$ cat src/rtl/robs_pkg.sv
// Shared types and control-strobe layout for the robs_divider block.
package robs_pkg;

  typedef enum logic [2:0] {
    IDLE = 3'd0,
    INIT = 3'd1,
    ITER = 3'd2,
    FIX  = 3'd3,
    DONE = 3'd4
  } div_state_t;

  // Bit positions of the control-to-datapath strobe vector.
  localparam int CTL_LOAD  = 0;  // capture raw operands, clear result flags
  localparam int CTL_INIT  = 1;  // form magnitudes and record signs
  localparam int CTL_SHIFT = 2;  // one restoring-division step
  localparam int CTL_SUB   = 3;  // commit the trial subtraction this step
  localparam int CTL_FIX   = 4;  // apply signs / saturation, register outputs
  localparam int CTL_W     = 5;

endpackage

$ cat src/rtl/robs_div_datapath.sv
// Shift/subtract datapath: magnitude registers, partial remainder, quotient
// shift register, sign fix-up and overflow saturation.
module robs_div_datapath
  import robs_pkg::*;
#(
  parameter int WIDTH = 8
) (
  input  logic               clk,
  input  logic               reset,
  input  logic [CTL_W-1:0]   ctl,
  input  logic [2*WIDTH-1:0] dividend,
  input  logic [WIDTH-1:0]   divisor,
  output logic               pr_neg,
  output logic [WIDTH-1:0]   quotient,
  output logic [WIDTH-1:0]   remainder,
  output logic               ovf,
  output logic               divzero
);

  localparam logic [2*WIDTH-1:0] Q_POS_MAX = {{(WIDTH+1){1'b0}}, {(WIDTH-1){1'b1}}};
  localparam logic [2*WIDTH-1:0] Q_NEG_MAX = {{WIDTH{1'b0}}, 1'b1, {(WIDTH-1){1'b0}}};
  localparam logic [WIDTH-1:0]   SAT_POS   = {1'b0, {(WIDTH-1){1'b1}}};
  localparam logic [WIDTH-1:0]   SAT_NEG   = {1'b1, {(WIDTH-1){1'b0}}};

  // dq holds the raw dividend after load, its magnitude after init, and
  // gradually becomes the magnitude quotient as bits shift in at the LSB.
  logic [2*WIDTH-1:0] dq_q, dq_d;
  logic [WIDTH-1:0]   dvs_q, dvs_d;
  logic [WIDTH:0]     pr_q, pr_d;
  logic               sign_q_q, sign_q_d;
  logic               sign_r_q, sign_r_d;
  logic               dz_q, dz_d;
  logic [WIDTH-1:0]   quotient_q, quotient_d;
  logic [WIDTH-1:0]   remainder_q, remainder_d;
  logic               ovf_q, ovf_d;
  logic               divzero_q, divzero_d;

  logic [WIDTH+1:0]   wide;
  logic [WIDTH+2:0]   diff;
  logic               keep;
  logic               ovf_cond;
  logic [WIDTH-1:0]   q_lo, r_lo;

  // Trial subtraction of the shifted partial remainder against |divisor|.
  always_comb begin
    wide   = {pr_q, dq_q[2*WIDTH-1]};
    diff   = {1'b0, wide} - {3'b000, dvs_q};
    pr_neg = diff[WIDTH+2];
    keep   = ctl[CTL_SUB];
    q_lo   = dq_q[WIDTH-1:0];
    r_lo   = pr_q[WIDTH-1:0];
    ovf_cond = dz_q
             | (!sign_q_q && (dq_q > Q_POS_MAX))
             | ( sign_q_q && (dq_q > Q_NEG_MAX));
  end

  // Next-state for all datapath registers, one strobe at a time.
  always_comb begin
    dq_d        = dq_q;
    dvs_d       = dvs_q;
    pr_d        = pr_q;
    sign_q_d    = sign_q_q;
    sign_r_d    = sign_r_q;
    dz_d        = dz_q;
    quotient_d  = quotient_q;
    remainder_d = remainder_q;
    ovf_d       = ovf_q;
    divzero_d   = divzero_q;

    if (ctl[CTL_LOAD]) begin
      dq_d      = dividend;
      dvs_d     = divisor;
      ovf_d     = 1'b0;
      divzero_d = 1'b0;
    end

    if (ctl[CTL_INIT]) begin
      // Two's-complement negation of the most-negative value yields the
      // exact unsigned magnitude, so no special case is needed.
      dq_d     = dq_q[2*WIDTH-1] ? -dq_q : dq_q;
      dvs_d    = dvs_q[WIDTH-1] ? -dvs_q : dvs_q;
      pr_d     = '0;
      sign_q_d = dq_q[2*WIDTH-1] ^ dvs_q[WIDTH-1];
      sign_r_d = dq_q[2*WIDTH-1];
      dz_d     = (dvs_q == '0);
    end

    if (ctl[CTL_SHIFT]) begin
      pr_d = keep ? diff[WIDTH:0] : wide[WIDTH:0];
      dq_d = {dq_q[2*WIDTH-2:0], keep};
    end

    if (ctl[CTL_FIX]) begin
      // With a zero divisor sign_q equals the dividend sign, so the common
      // saturation path yields the required divide-by-zero quotient.
      ovf_d     = ovf_cond;
      divzero_d = dz_q;
      if (ovf_cond) begin
        quotient_d  = sign_q_q ? SAT_NEG : SAT_POS;
        remainder_d = '0;
      end else begin
        quotient_d  = sign_q_q ? -q_lo : q_lo;
        remainder_d = sign_r_q ? -r_lo : r_lo;
      end
    end
  end

  // Datapath registers with synchronous reset.
  always_ff @(posedge clk) begin
    if (reset) begin
      dq_q        <= '0;
      dvs_q       <= '0;
      pr_q        <= '0;
      sign_q_q    <= 1'b0;
      sign_r_q    <= 1'b0;
      dz_q        <= 1'b0;
      quotient_q  <= '0;
      remainder_q <= '0;
      ovf_q       <= 1'b0;
      divzero_q   <= 1'b0;
    end else begin
      dq_q        <= dq_d;
      dvs_q       <= dvs_d;
      pr_q        <= pr_d;
      sign_q_q    <= sign_q_d;
      sign_r_q    <= sign_r_d;
      dz_q        <= dz_d;
      quotient_q  <= quotient_d;
      remainder_q <= remainder_d;
      ovf_q       <= ovf_d;
      divzero_q   <= divzero_d;
    end
  end

  assign quotient  = quotient_q;
  assign remainder = remainder_q;
  assign ovf       = ovf_q;
  assign divzero   = divzero_q;

endmodule

$ cat src/rtl/robs_divider.sv
// Signed 2W/W divider: sequencing FSM and iteration down-counter wrapped
// around the shift/subtract datapath.
//
//   state | meaning
//   IDLE  | waiting for start, no result held
//   INIT  | operands captured; forming magnitudes and signs
//   ITER  | one restoring step per cycle, counter 2W-1 down to 0
//   FIX   | sign fix-up / saturation into output registers
//   DONE  | result valid; start launches a new division
module robs_divider
  import robs_pkg::*;
#(
  parameter int WIDTH = 8
) (
  input  logic               clk,
  input  logic               reset,
  input  logic               start,
  input  logic [2*WIDTH-1:0] dividend,
  input  logic [WIDTH-1:0]   divisor,
  output logic [WIDTH-1:0]   quotient,
  output logic [WIDTH-1:0]   remainder,
  output logic               done,
  output logic               busy,
  output logic               ovf,
  output logic               divzero
);

  localparam int              CNT_W   = $clog2(2*WIDTH);
  localparam logic [CNT_W-1:0] CNT_MAX = CNT_W'(2*WIDTH-1);

  div_state_t       state_q, state_d;
  logic [CNT_W-1:0] cnt_q, cnt_d;
  logic [CTL_W-1:0] ctl;
  logic             pr_neg;

  // Next-state, counter and datapath strobes.
  always_comb begin
    state_d = state_q;
    cnt_d   = cnt_q;
    ctl     = '0;
    case (state_q)
      IDLE, DONE: begin
        if (start) begin
          ctl[CTL_LOAD] = 1'b1;
          state_d       = INIT;
        end
      end
      INIT: begin
        ctl[CTL_INIT] = 1'b1;
        cnt_d         = CNT_MAX;
        state_d       = ITER;
      end
      ITER: begin
        ctl[CTL_SHIFT] = 1'b1;
        ctl[CTL_SUB]   = ~pr_neg;
        if (cnt_q == '0) begin
          state_d = FIX;
        end else begin
          cnt_d = cnt_q - 1'b1;
        end
      end
      FIX: begin
        ctl[CTL_FIX] = 1'b1;
        state_d      = DONE;
      end
      default: state_d = IDLE;
    endcase
  end

  // State and counter registers.
  always_ff @(posedge clk) begin
    if (reset) begin
      state_q <= IDLE;
      cnt_q   <= '0;
    end else begin
      state_q <= state_d;
      cnt_q   <= cnt_d;
    end
  end

  assign busy = (state_q == INIT) || (state_q == ITER) || (state_q == FIX);
  assign done = (state_q == DONE);

  robs_div_datapath #(.WIDTH(WIDTH)) u_dp (
    .clk       (clk),
    .reset     (reset),
    .ctl       (ctl),
    .dividend  (dividend),
    .divisor   (divisor),
    .pr_neg    (pr_neg),
    .quotient  (quotient),
    .remainder (remainder),
    .ovf       (ovf),
    .divzero   (divzero)
  );

endmodule

$ cat config.mk
export PLATFORM = sky130hd
export DESIGN_NAME = robs_divider
export DESIGN_NICKNAME = d
export VERILOG_FILES = /design/src/rtl/robs_pkg.sv /design/src/rtl/robs_div_datapath.sv /design/src/rtl/robs_divider.sv
export SDC_FILE = /design/constraint.sdc
export NUM_CORES = 1
export LEC_CHECK = 0
export ABC_AREA = 1
export CORE_MARGIN = 2
export CORE_UTILIZATION = 40
export CTS_BUF_LIST = sky130_fd_sc_hd__clkbuf_4
export CTS_CLUSTER_SIZE = 8
export DETAILED_ROUTE_END_ITERATION = 10
export PLACE_DENSITY = 0.57
export SKIP_LAST_GASP = 1
export SLEW_MARGIN = 10
export SYNTH_ARGS = -nofsm -noshare
export SYNTH_HDL_FRONTEND = slang
export SYNTH_SLANG_ARGS = --single-unit
$ cat constraint.sdc
create_clock -name clk -period 3.5 [get_ports clk]
set_input_delay 0.7 -clock clk [delete_from_list [all_inputs] [get_ports clk]]
set_output_delay 0.7 -clock clk [all_outputs]
set_load 0.1 [all_outputs]
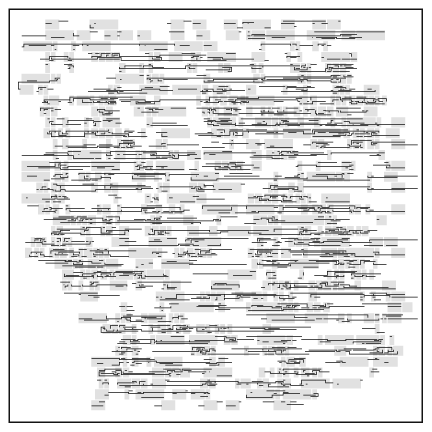
**Above:** met1 routing.
(4 px per um) Cells faint in the background.
nets with wire on the layer = 641
main direction = horizontal
Post-Route WL: 10,580 um
total number of vias: 3,970
grt met1 use: 0.2832

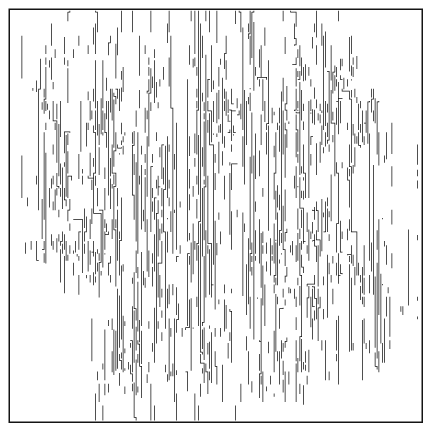
**Above:** M2 wires.
(4 px per um)
longest straight run = 49.5 um
share of all routed wire = 48%
main direction = vertical
nets with wire on the layer = 536
wire length on this layer = 5,100 um

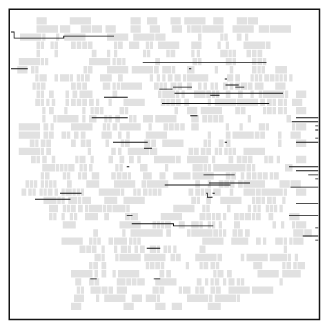
**Above:** M3 wires.
(3 px per um) Cells faint in the background.
longest straight run = 40.9 um
main direction = horizontal
wire length on this layer = 391 um
share of all routed wire = 3.7%
met3 Use GR: 0.03525

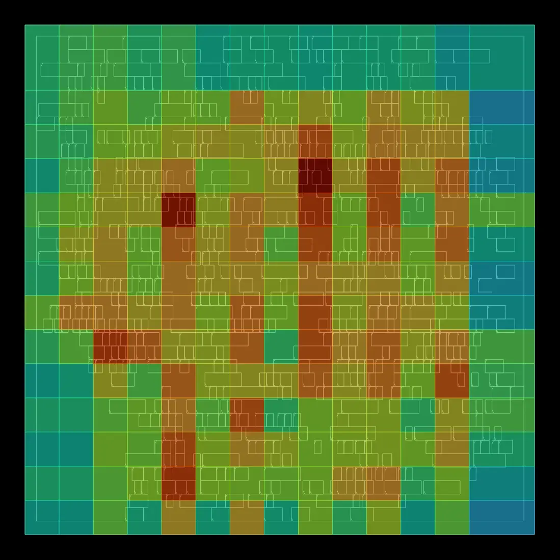
**Above:** congestion heat map.
Tot GR Track Use: 0.2122
wire per inst: 13.43 um
Layout Utilization: 0.4795

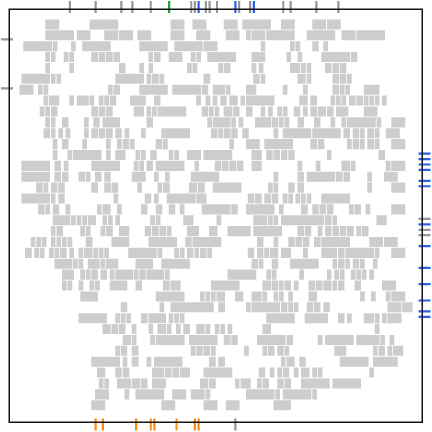
**Above:** pin placement.
(4 px per um) Pins as bars across the die edge, other pins in gray.
green -> ovf  # pins 1, direction output, edge top
blue -> dividend  # pins 16, direction input, edge 13 right, 3 top
orange -> divisor  # pins 8, direction input, edge bottom
die height: 102.9 um
Die Span X: 102.9 um
I/O Buffers: 46

==> impl_metrics.toml <==
# yosys + openroad results
[yosys]
ys_seq_frac = 0.3122
synth_warnings = 0
syn_area_per_cell_um2 = 6.433
yosys.area_share.aoi = 0.1801
ys_async_sr_fraction = 0
yosysCellCount = 608
xor_area_frac = 0.01567
netlist_area_um2 = 3911
synthCells = 608

[route]
avgViaCountPerCell = 5.038
drcViolationCount = 0
drtAntennaViolNets = 0
first_pass_iters = 4

[setup_path]
crit_cells = 1
r2r-start = "u_dp.dq_q[15]"
crit_path_top_delay_cell = "clkdlybuf4s50_1"
path_class = "register to output port"
r2r_cells = 12
path_max_fanout = 2
path_buffers = 1
startpoint_type = "register"

[final_timing]
period_minus_slack_ps = 2647
fin_ws_ps = 853.4
fin_setup_tns_ps = 0

[die]
ios = 47
rows = 36

[clock_tree]
htree_levels = 3
tritoncts = "yes"
postCtsSetupBuffers = 0
ctsHoldBuffers = 0
cts_buffers = 9
cts.sinks = 61

[power]
leakage_uw = 0.001978

[layout]
final_nets = 690
final_cell_mix = "nand2_1 (132), nor2_1 (69), inv_1 (67)"
diodes = 0

[run]
log.warning_count = 26
cap_violations = 0

[grt]
grt.busiest_layer = "met2"
grt_overflow = 0
antenna_found_initial = 0

[place]
hpwlAfterDp_um = 7754

[run_status]
status = "complete, no violations"

[worst_hold_path]
hold_path_depth = 2
[path summary, 6_finish.rpt]
kind | slack [ps] | to
worst max-delay path | 850 | ovf
worst min-delay path | 480 | u_dp.remainder[1]
worst max register to register | 1300 | u_dp.pr_q[7]
worst min register to register | 480 | u_dp.remainder[1]
[worst min-delay path: stages (launching register included)]
cell     delay (ps)
dfxtp_1         330
nand2_1          60
a21oi_1          50
[layer usage]
layer  vias up  wire (um)
li1       2080          -
met1      1807       4973
met2        71       5096
met3        12        390
met4         0        122
met5         -          0
[cell type report]
class                      instances  area, um^2  share of cell area
clock buffer                       9       67.56             0.01462
clock inverter                     7       90.09             0.01949
inverter                          78       292.8             0.06335
multi-input combinational        451        2306              0.4989
sequential                        61        1221              0.2642
tap                              133       166.4             0.03600
timing repair buffer              49       478.0              0.1034
[Yosys cell counts (2+ instances only)]
library cell / number / area, um^2
dfxtp_1: 61 / 1221
nand2_2: 5 / 31.28
nor2_1: 69 / 259.0
nand4_1: 6 / 37.54
a31oi_1: 11 / 68.82
a21oi_1: 56 / 280.3
xor2_1: 2 / 17.52
nand3_2: 3 / 30.03
ha_1: 12 / 150.1
o21ai_1: 8 / 40.04
nor3_1: 2 / 10.01
nor2_2: 3 / 18.77
inv_2: 11 / 41.29
nor2_8: 2 / 40.04
nand2_1: 132 / 495.5
clkbuf_1: 7 / 26.28
buf_2: 7 / 35.03
xnor2_1: 5 / 43.79
buf_6: 2 / 22.52
nand2_4: 2 / 22.52
o21ai_0: 52 / 260.3
nor2_4: 2 / 22.52
nand3_1: 66 / 330.3
inv_1: 67 / 251.5
buf_1: 2 / 7.510
nor3_4: 2 / 32.53
[cell families after synthesis]
kind of cell,after synthesis
DFF,61
xor gates and xnor gates,7
AOI/OAI and AO/OA,133
and+or+nand+nor,298
buffers and inverters,96
adders and majority gates,13
[report_power, final]
part           switching [uW]  leakage (uW)  internal (uW)
logic                    1680       0.00140            757
clock network             282     0.0000833            286
registers                 216      0.000499            884
[metrics by stage]
stage	hold slack (ps)	std cells	power, uW
after floorplan	450.3	608	3029
after global placement	457.9	772	3525
after detailed placement	457.7	772	3534
after CTS	476.0	788	4118
after global routing	496.4	788	4531
final	476.5	788	4102
[registers in the layout, indices dropped and copies added, names as in the netlist]
name            cells
u_dp.dq_q          16
u_dp.pr_q           9
u_dp.remainder      8
u_dp.divzero        1
u_dp.dvs_q          8
state_q             3
u_dp.quotient       8
u_dp.sign_r_q       1
u_dp.dz_q           1
u_dp.ovf            1
cnt_q               4
u_dp.sign_q_q       1
Power is estimated from default activity; no workload was simulated.
